File: src/rtl/mem_arbiter.sv
// Round-robin arbiter that shares one memory port between the IFU (read-only) and the LSU, with a WAIT watchdog.
// One transaction in flight; a zero-wait slave gives 3 cycles from accept to rsp_valid; req_ready is only raised in IDLE.
module mem_arbiter #(
  parameter int ADDR_W  = 32,
  parameter int DATA_W  = 32,
  parameter int TIMEOUT = 255
) (
  input  logic                clk,
  input  logic                rst,
  input  logic                ifu_req_valid,
  output logic                ifu_req_ready,
  input  logic [ADDR_W-1:0]   ifu_addr,
  output logic                ifu_rsp_valid,
  input  logic                ifu_rsp_ready,
  output logic [DATA_W-1:0]   ifu_rdata,
  output logic                ifu_err,
  input  logic                lsu_req_valid,
  output logic                lsu_req_ready,
  input  logic [ADDR_W-1:0]   lsu_addr,
  input  logic                lsu_wen,
  input  logic [DATA_W-1:0]   lsu_wdata,
  input  logic [DATA_W/8-1:0] lsu_wmask,
  output logic                lsu_rsp_valid,
  input  logic                lsu_rsp_ready,
  output logic [DATA_W-1:0]   lsu_rdata,
  output logic                lsu_err,
  output logic                mem_req_valid,
  input  logic                mem_req_ready,
  output logic [ADDR_W-1:0]   mem_addr,
  output logic                mem_wen,
  output logic [DATA_W-1:0]   mem_wdata,
  output logic [DATA_W/8-1:0] mem_wmask,
  input  logic                mem_rsp_valid,
  output logic                mem_rsp_ready,
  input  logic [DATA_W-1:0]   mem_rdata,
  input  logic                mem_err
);

  localparam int CNT_W = 16;
  localparam logic [CNT_W-1:0] CNT_LAST = CNT_W'(TIMEOUT - 1);
  localparam logic M_IFU = 1'b0;
  localparam logic M_LSU = 1'b1;

  typedef enum logic [1:0] {
    S_IDLE,
    S_REQ,
    S_WAIT,
    S_RESP
  } state_t;

  state_t            state;
  state_t            state_nxt;
  logic              gnt;
  logic              last;
  logic              sel;
  logic              accept;
  logic              rsp_done;
  logic              timeout;
  logic [CNT_W-1:0]  cnt;
  logic [DATA_W-1:0] rdata;
  logic              err;

  always_ff @(posedge clk) begin
    if (rst) begin
      state <= S_IDLE;
    end else begin
      state <= state_nxt;
    end
  end

  always_comb begin
    state_nxt     = state;
    sel           = M_IFU;
    accept        = 1'b0;
    rsp_done      = 1'b0;
    timeout       = 1'b0;
    ifu_req_ready = 1'b0;
    lsu_req_ready = 1'b0;
    ifu_rsp_valid = 1'b0;
    lsu_rsp_valid = 1'b0;
    mem_req_valid = 1'b0;
    mem_rsp_ready = 1'b0;
    unique case (state)
      S_IDLE: begin
        // On a tie the master that did not win last time goes first.
        if (ifu_req_valid && lsu_req_valid) begin
          sel = ~last;
        end else begin
          sel = lsu_req_valid;
        end
        accept        = ifu_req_valid || lsu_req_valid;
        ifu_req_ready = ifu_req_valid && (sel == M_IFU);
        lsu_req_ready = lsu_req_valid && (sel == M_LSU);
        mem_rsp_ready = 1'b1;
        if (accept) begin
          state_nxt = S_REQ;
        end
      end
      S_REQ: begin
        mem_req_valid = 1'b1;
        if (mem_req_ready) begin
          state_nxt = S_WAIT;
        end
      end
      S_WAIT: begin
        mem_rsp_ready = 1'b1;
        if (mem_rsp_valid) begin
          state_nxt = S_RESP;
        end else if (cnt == CNT_LAST) begin
          timeout   = 1'b1;
          state_nxt = S_RESP;
        end
      end
      S_RESP: begin
        ifu_rsp_valid = (gnt == M_IFU);
        lsu_rsp_valid = (gnt == M_LSU);
        rsp_done      = (gnt == M_LSU) ? lsu_rsp_ready : ifu_rsp_ready;
        if (rsp_done) begin
          state_nxt = S_IDLE;
        end
      end
      default: state_nxt = S_IDLE;
    endcase
  end

  always_ff @(posedge clk) begin
    if (rst) begin
      gnt       <= M_IFU;
      last      <= M_IFU;
      cnt       <= '0;
      mem_addr  <= '0;
      mem_wen   <= 1'b0;
      mem_wdata <= '0;
      mem_wmask <= '0;
      rdata     <= '0;
      err       <= 1'b0;
    end else begin
      if (accept) begin
        gnt <= sel;
        if (sel == M_LSU) begin
          mem_addr  <= lsu_addr;
          mem_wen   <= lsu_wen;
          mem_wdata <= lsu_wdata;
          mem_wmask <= lsu_wmask;
        end else begin
          mem_addr  <= ifu_addr;
          mem_wen   <= 1'b0;
          mem_wdata <= '0;
          mem_wmask <= '0;
        end
      end
      if (state == S_REQ && mem_req_ready) begin
        cnt <= '0;
      end
      // A real response on the last watchdog cycle still wins over the timeout.
      if (state == S_WAIT) begin
        if (mem_rsp_valid) begin
          rdata <= mem_rdata;
          err   <= mem_err;
        end else if (timeout) begin
          rdata <= '0;
          err   <= 1'b1;
        end else begin
          cnt <= cnt + CNT_W'(1);
        end
      end
      if (rsp_done) begin
        last <= gnt;
      end
    end
  end

  assign ifu_rdata = rdata;
  assign ifu_err   = err;
  assign lsu_rdata = rdata;
  assign lsu_err   = err;

endmodule

File: config.mk
export PLATFORM = sky130hd
export DESIGN_NAME = mem_arbiter
export DESIGN_NICKNAME = d
export VERILOG_FILES = /design/src/rtl/mem_arbiter.sv
export SDC_FILE = /design/constraint.sdc
export NUM_CORES = 1
export LEC_CHECK = 0
export CAP_MARGIN = 30
export CELL_PAD_IN_SITES_DETAIL_PLACEMENT = 1
export CELL_PAD_IN_SITES_GLOBAL_PLACEMENT = 2
export CORE_MARGIN = 2
export CORE_UTILIZATION = 22
export CTS_CLUSTER_DIAMETER = 200
export DETAILED_ROUTE_END_ITERATION = 10
export PLACE_DENSITY = 0.92
export REMOVE_ABC_BUFFERS = 1
export SETUP_SLACK_MARGIN = 0.3
export SYNTH_ARGS = -nofsm -noshare
export SYNTH_HDL_FRONTEND = slang
export SYNTH_SLANG_ARGS = --single-unit
File: constraint.sdc
create_clock -name clk -period 4.1 [get_ports clk]
set_input_delay 0.82 -clock clk [delete_from_list [all_inputs] [get_ports clk]]
set_output_delay 0.82 -clock clk [all_outputs]
set_load 0.005 [all_outputs]
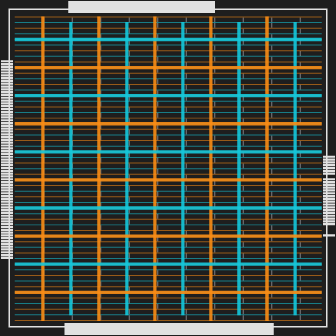
(images/floorplan.png)
Pins as bars on the die edge. Tap cells in gray.
Key: VDD = cyan; VSS = orange
10 straps on met5. 283 signal pins sit on the boundary.

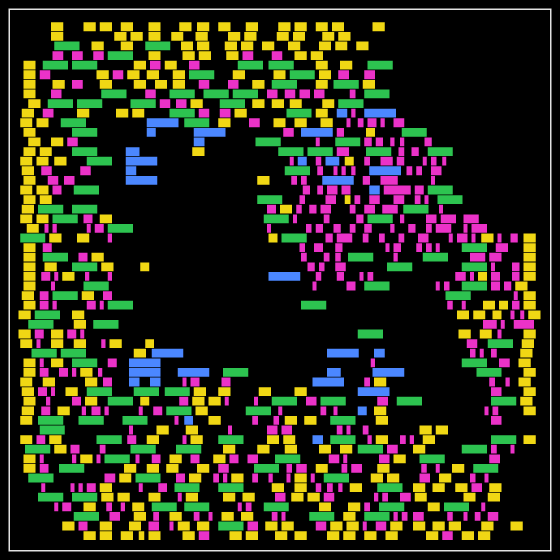
(images/class_map.png)
Key: clock drivers and dummy loads = blue [cells 32]; remaining buffers and delay cells = yellow [cells 292]; registers = green [cells 122]; remaining logic cells = magenta [cells 328]

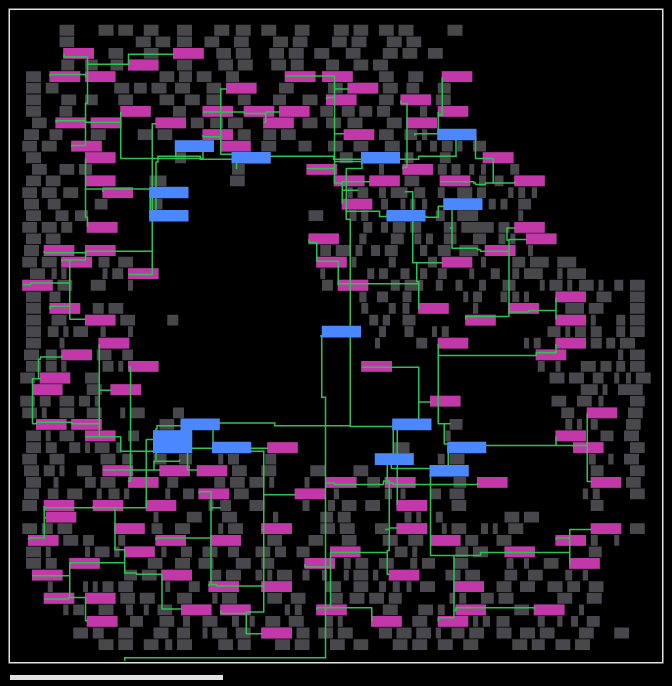
(images/clock_wires.png)
Bar = 50 um.
Key: clock wires = green [length 1,910 um]; clock-net drivers = blue [count 17]; flip-flops = magenta [count 122]
There are 18 routed clock nets.
P_clk: 1.43 mW
clk_lat worst skew: 410 ps
Fin Clk Skew: 7.44 ps
Clock Power Share: 32.7%

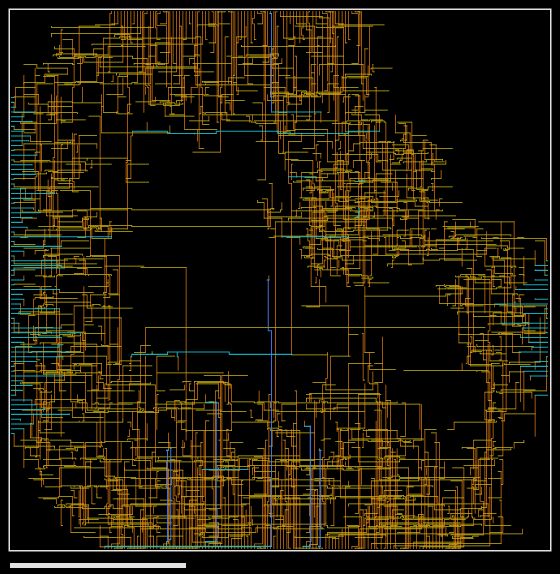
(images/layers.png)
Bar = 50 um.
Key: M4 = blue [wire length 257 um]; M1 = yellow [wire length 8,060 um]; M2 = orange [wire length 9,230 um]; M3 = cyan [wire length 804 um]
post-DR wirelength/cell: 17.4 um
GRT Util Overall: 15.3%
vias: 4,873
wirelength, routed: 18.3 mm

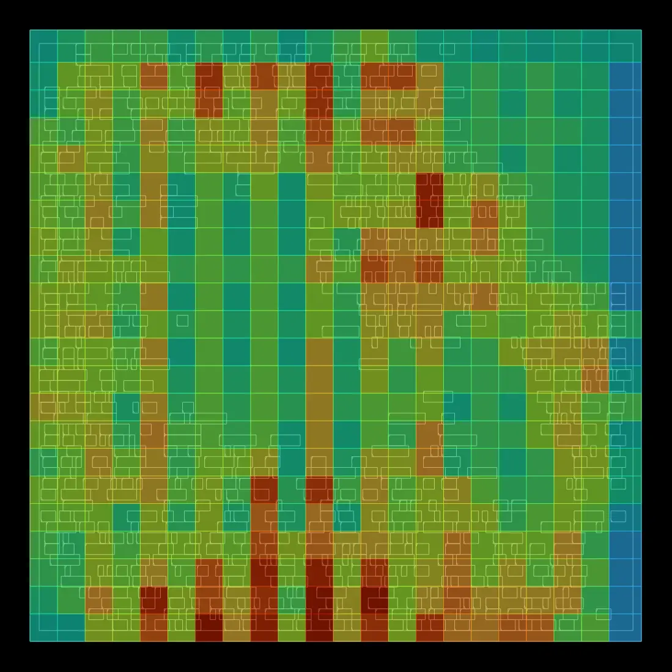
(images/congestion_map.png)
GRT busiest layer: met2
fin util: 38.0%

==> metrics.yaml <==
power_and_ir_drop:
  p_sw_mw: 1.46
  combPwrFrac_pct: 33.4
  pg_comb_mw: 1.46
  total_power_mw: 4.38
  peakVddDrop_mv: 0.230
  p_seq_share_pct: 33.9
  p_seq_mw: 1.49
critical_path:
  worstPathRequired_ps: 3280
  crit_end: "lsu_req_ready"
  worstSetupPathType: "in -> out"
  path_buffers: 2
  critPathMaxStageDelay_ps: 570
  timing.rr.end: "mem_addr[27]"
  path_max_fanout: 4
  arrival_ps: 2280
  reg2reg_depth: 8
  slowest_stage: "clkdlybuf4s50_1"
  crit_family: "buffers and inverters"
  worst_r2r_startpoint: "state[0]"
routing:
  drt-initial-drc-count: 258
  firstDrtPassIters: 4
  drtAntennaViolNets: 0
  topRoutingLayerUsed: "met4"
  avgViaCountPerCell: 4.62
  wl_met1_mm: 8.06
finish:
  inverters: 9
  buffer_area_share_pct: 34.8
  instances_no_fill: 1054
  drive_gt1_share_pct: 6.98
  fillCellCount: 2472
  clock_buffers: 17
  area.growth.synth_to_final_pct: 69.9
  seq_area_share_pct: 29.4
  layout_top_cells: "clkdlybuf4s50_1 (281), dfxtp_1 (122), nor2_1 (48), nand2_1 (46), a21oi_1 (42)"
  clkCellAreaFrac_pct: 6.74
  logic_area_um2: 2020
  dominant_cells: "non-clock buffers"
  fin_nets: 910
  layout_top_cell: "clkdlybuf4s50_1"
final_timing:
  fmax_mhz: 323
  hold_viol_final: 0
  fin_crit_sh_pct: 75.6
  slew_headroom_pct: 44.6
  finalCriticalPeriod_ps: 3100
  rsz0062_at_grt: "no"
  layout_setup_ws_ps: 1000
place:
  pre_cts_slack_ps: 980
  dp.cells: 1022
  numPortBuffers: 282
  gp_congestion: 0.743
hold_path:
  holdPathEnd: "mem_addr[1]"
  min_from: "mem_addr[1]"
die:
  tap_cells: 280
  initCoreUtil_pct: 22.4
  ios: 283
  rows: 54
synth:
  ff_type: "dfxtp_1"
  edf_count: 0
  ys_top_cells_by_area: "dfxtp_1 (50%), a22o_1 (6.1%), a22oi_1 (5.8%)"
  mux_share_pct: 0.410
  ys_sh_adder_pct: 1.79
  ys_cells: 520
  ys.flops: 122
  ys_seq_share_pct: 50.0
  syn_area_um2: 4880
  synthXorXnorAreaFrac_pct: 0.717
  syn_inst: 520
  yosys_warnings: 0
  ys_chip_area_um2: 4880
  common_cells: "dfxtp_1 (122), nor2_1 (51), nand2_1 (46)"
  avgSynthCellArea_um2: 9.39
global_route:
  grt_overflow_total: 0
  grt_max_degree: 71
  grtUsageMet2_pct: 26.1
  grt_pass1_wl_mm: 28.6
  gr-usage-met1_pct: 18.9
flow_run:
  max_cap_viol_count: 0
outcome:
  outcome: "completed"
clock_network:
  root_buffer: "clkbuf_16"
  cts.sinks: 122
  htreeDepth: 4
  cts_setup_buffers: 0
  ctsResizeCount: 0
No activity file was given, so power comes from the tool's default toggle rates.
